==> config.mk <==
export PLATFORM = sky130hd
export DESIGN_NAME = event_recorder
export DESIGN_NICKNAME = d
export VERILOG_FILES = /design/src/rtl/recorder_pkg.sv /design/src/rtl/event_fifo.sv /design/src/rtl/event_recorder.sv
export SDC_FILE = /design/constraint.sdc
export NUM_CORES = 1
export LEC_CHECK = 0
export CAP_MARGIN = 20
export CORE_UTILIZATION = 36
export CTS_CLUSTER_SIZE = 30
export DETAILED_ROUTE_END_ITERATION = 12
export GPL_TIMING_DRIVEN = 1
export SLEW_MARGIN = 20
export SYNTH_ARGS = -nofsm -noshare
export SYNTH_HDL_FRONTEND = slang
export SYNTH_SLANG_ARGS = --single-unit
==> constraint.sdc <==
create_clock -name clk -period 6.03 [get_ports clk]
set_input_delay 1.206 -clock clk [delete_from_list [all_inputs] [get_ports clk]]
set_output_delay 1.206 -clock clk [all_outputs]
set_load 0.005 [all_outputs]
==> images/metal_stack.png <==
(1.5 px per um)
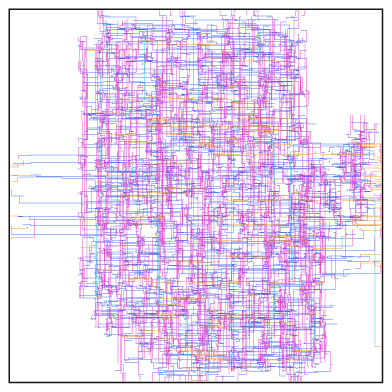
legend:
  met1:
    color: blue
    wire_length: 23.9 mm
  met4:
    color: cyan
    wire_length: 1130 um
  met2:
    color: magenta
    wire_length: 25.3 mm
  met3:
    color: orange
    wire_length: 3120 um
vias post-DR: 13500
WL per Instance: 21.1 um

==> images/registers.png <==
(1 px per um)
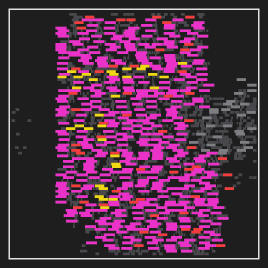
legend:
  `r_ts`:
    color: yellow
    flops: 32
  `u_fifo.r_mem`:
    color: magenta
    flops: 440
  `u_fifo.o_data`:
    color: red
    flops: 55
Seq group: 0.00511 W
register area: 16100 um^2

==> images/final_congestion.png <==
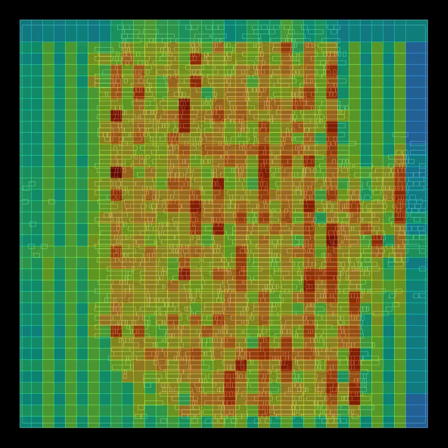
Core Util, Final: 0.429
GRT met3 Usage: 0.0287
met2 Usage GRT: 0.282
GR Layer Usage met1: 0.243
gr usage total: 0.175

==> images/port_nets.png <==
(1.5 px per um)
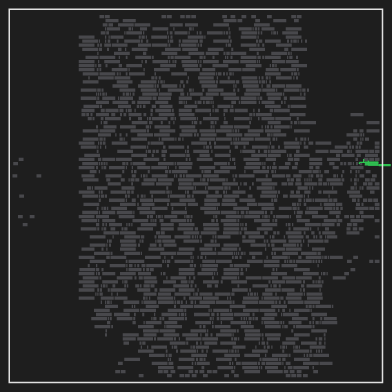
legend:
  `overflow`:
    color: green
    direction: output
    edge: right
    end_cells: 1
    buffers: 1
    wire: 26.9 um
Port Buffers: 99
Ports: 100

==> images/pins.png <==
(1 px per um) Pins as bars across the die edge, other pins in gray.
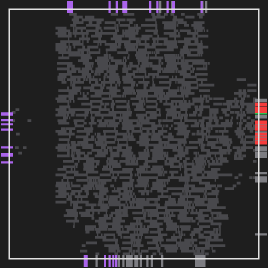
legend:
  `out_timestamp`:
    color: purple
    pins: 32
    direction: output
    edge: 16 top, 9 left, 7 bottom
  `overflow`:
    color: green
    pins: 1
    direction: output
    edge: right
  `dropped_count`:
    color: red
    pins: 16
    direction: output
    edge: right
all pins by edge: 40 right, 31 bottom, 20 top, 9 left
DIE WIDTH: 248 um
Die Ht: 248 um

==> results.json <==
{
  "status": "complete, no violations",
  "ys.flops": 556,
  "grt_pass1_wl_mm": 81.0,
  "slew_headroom": 0.288,
  "ir_worst_vdd_v": 0.000255,
  "antenna_found_initial": 1,
  "cp.required_ns": 6.48,
  "layout_setup_ws_ns": 1.56,
  "synthesis.instances": 1630,
  "cp-end-kind": "flip-flop",
  "power_frac_comb": 0.314,
  "fin_skew_ns": 0.0158,
  "fin_crit_sh": 0.742,
  "synth-edff-count": 440,
  "gr-max-usage-layer": "met2",
  "cts_buffer_depth": 3,
  "tns_ns": 0,
  "crit_family": "simple AND/OR/NAND/NOR gates",
  "ant_nets": 0,
  "grt_max_degree": 219,
  "yosysCellCount": 1630,
  "seqPwrFrac": 0.411,
  "insertion_delay_ns": 0.59,
  "vias_per_cell": 5.34,
  "min_path_cells": 1,
  "globalRouteOverflowTotal": 0,
  "gp_congestion": 0.781,
  "p_int_w": 0.00825,
  "path_clk_slew_ns": 0.06,
  "maxCapViolations": 0,
  "rsz0062_at_grt": "false"
}
## power groups by stage
stage | registers, W | logic, W | clock network, W
after floorplan | 0.00508 | 0.00246 | 0
after global placement | 0.00518 | 0.00382 | 0
after detailed placement | 0.00519 | 0.00392 | 0
after CTS | 0.00512 | 0.00393 | 0.00348
after global routing | 0.00517 | 0.00432 | 0.00361
final | 0.00511 | 0.00390 | 0.00342
## placed cells by master, fill, tap and decap left out, types with 8 or more instances in the layout
| cell | synthesis | final |
|---|---|---|
| a22oi_1 | 108 | 108 |
| nand3_1 | 76 | 76 |
| xor2_1 | 16 | 16 |
| clkbuf_1 | 35 | 12 |
| clkinv_1 | 0 | 9 |
| clkdlybuf4s50_1 | 0 | 99 |
| edfxtp_1 | 440 | 440 |
| nor2_1 | 70 | 64 |
| a21oi_1 | 222 | 222 |
| buf_4 | 6 | 14 |
| xnor2_1 | 37 | 37 |
| inv_1 | 17 | 16 |
| clkinv_2 | 0 | 12 |
| nand4_1 | 10 | 10 |
| dfrtp_1 | 116 | 116 |
| nand2_1 | 296 | 295 |
| a31oi_1 | 56 | 56 |
| clkbuf_16 | 0 | 57 |
| ha_1 | 8 | 8 |
## final cells by class
class                   instances  area (um^2)
diodes                          2         5.00
clock buffers                  75         1550
clock inverters                29          250
fillers                      5326        33900
inverters                      19         81.3
multi-input cells             955         5220
flip-flops and latches        556        16100
well taps                     773          967
repair buffers                121         1260
## layer usage
layer | vias to the layer above | part of all wire
met5 | - | 0
li1 | 6172 | -
met1 | 6847 | 0.45
met4 | 0 | 0.021
met3 | 83 | 0.058
met2 | 405 | 0.47
## metrics by stage
stage | power (W) | cell area, um^2
detailed placement | 0.00911 | 23600
floorplan | 0.00755 | 21800
global route | 0.0131 | 25400
CTS | 0.0125 | 25400
finish | 0.0124 | 25500
global placement | 0.00900 | 23600
Power is estimated from default activity; no workload was simulated.
